Design fc3_classifier_flat, sky130hd; sources not shown.
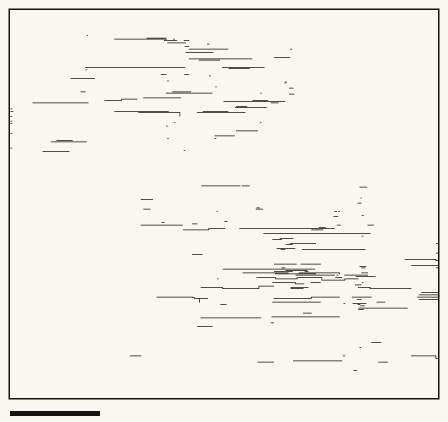
*Met3 routing*
The bar under the picture is 50 µm long.
longest straight run: 59.3 µm
nets with wire on the layer: 114
main direction: horizontal
routed vias: 13900
global-route met3 utilization: 2.15%
Detailed Route WL: 43.3 mm

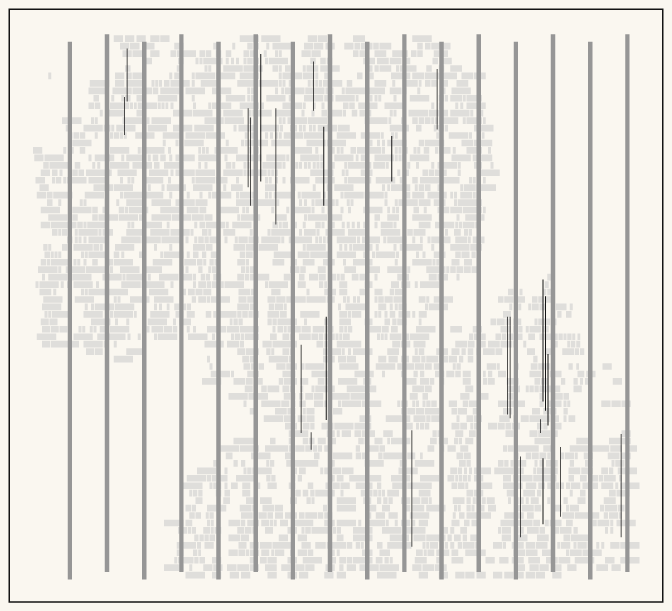
*The metal 4 layer*
Supply wires on this layer in gray.
nets with wire on the layer: 20
wire length on this layer: 688 µm
share of all routed wire: 1.6%

==> impl_metrics.ini <==
; flow metrics
[outcome]
run_status = complete, no violations

[critical_path]
path_class = input pin to primary output
crit_path_frequent_cell = clkdlybuf4s50_1
critPathSlowestCell = clkdlybuf4s50_1
worstPathRequired_ns = 19.12

[floorplanning]
floorplan.die_area_um2 = 51400
floorplan.io_pins = 99
initial_utilization_pct = 40.3
floorplan.tapcells = 600
die_h_um = 216
die.size.x_um = 238

[route]
route.top_layer_used = met4
routed_via_count_divided_by_cell_count = 5.20

[synth]
yosys.area_share.adder_pct = 42.0
yosys.cell_types.count = 85
flip_flop_and_latch_count_after_synthesis = 97
post-synth-top-area-fraction_pct = 29.9
syn_area_um2 = 17700
asyncSetResetFlopFracSynth_pct = 0
synth-edff-count = 0

[grt]
grt_overflow = 0
groute.usage.overall_pct = 16.8
grt_pass1_wl_mm = 71.8
number_of_global_route_vias_before_repair = 14400

[place]
post_dp_cell_area_um2 = 19000

[power_and_ir_drop]
vdd_drop_max_mv = 0.193
power-top-group = combinational cells
p_clk_share_pct = 5.5

[clock_tree]
cts-hold-fix-buffers = 0
cts_num_sinks = 97
post_cts.repair.setup_buffers = 0
htree_levels = 3
clkLatencyLatePin_ns = 0.36

[finish]
largest_register_ffs = 32
finalCoreUtilization_pct = 43.9
area.share.combinational_pct = 72.1
diodes = 0
most_frequent_logic_cell_in_the_layout = inv_1

[flow_run]
cap_viol_max_count = 0

[final_timing]
setup_repair_after_global_routing_missed_its_margin = no
totalNegativeSetupSlack_ns = 0
Power figures rest on the tool's default switching activity, not on a simulated workload.
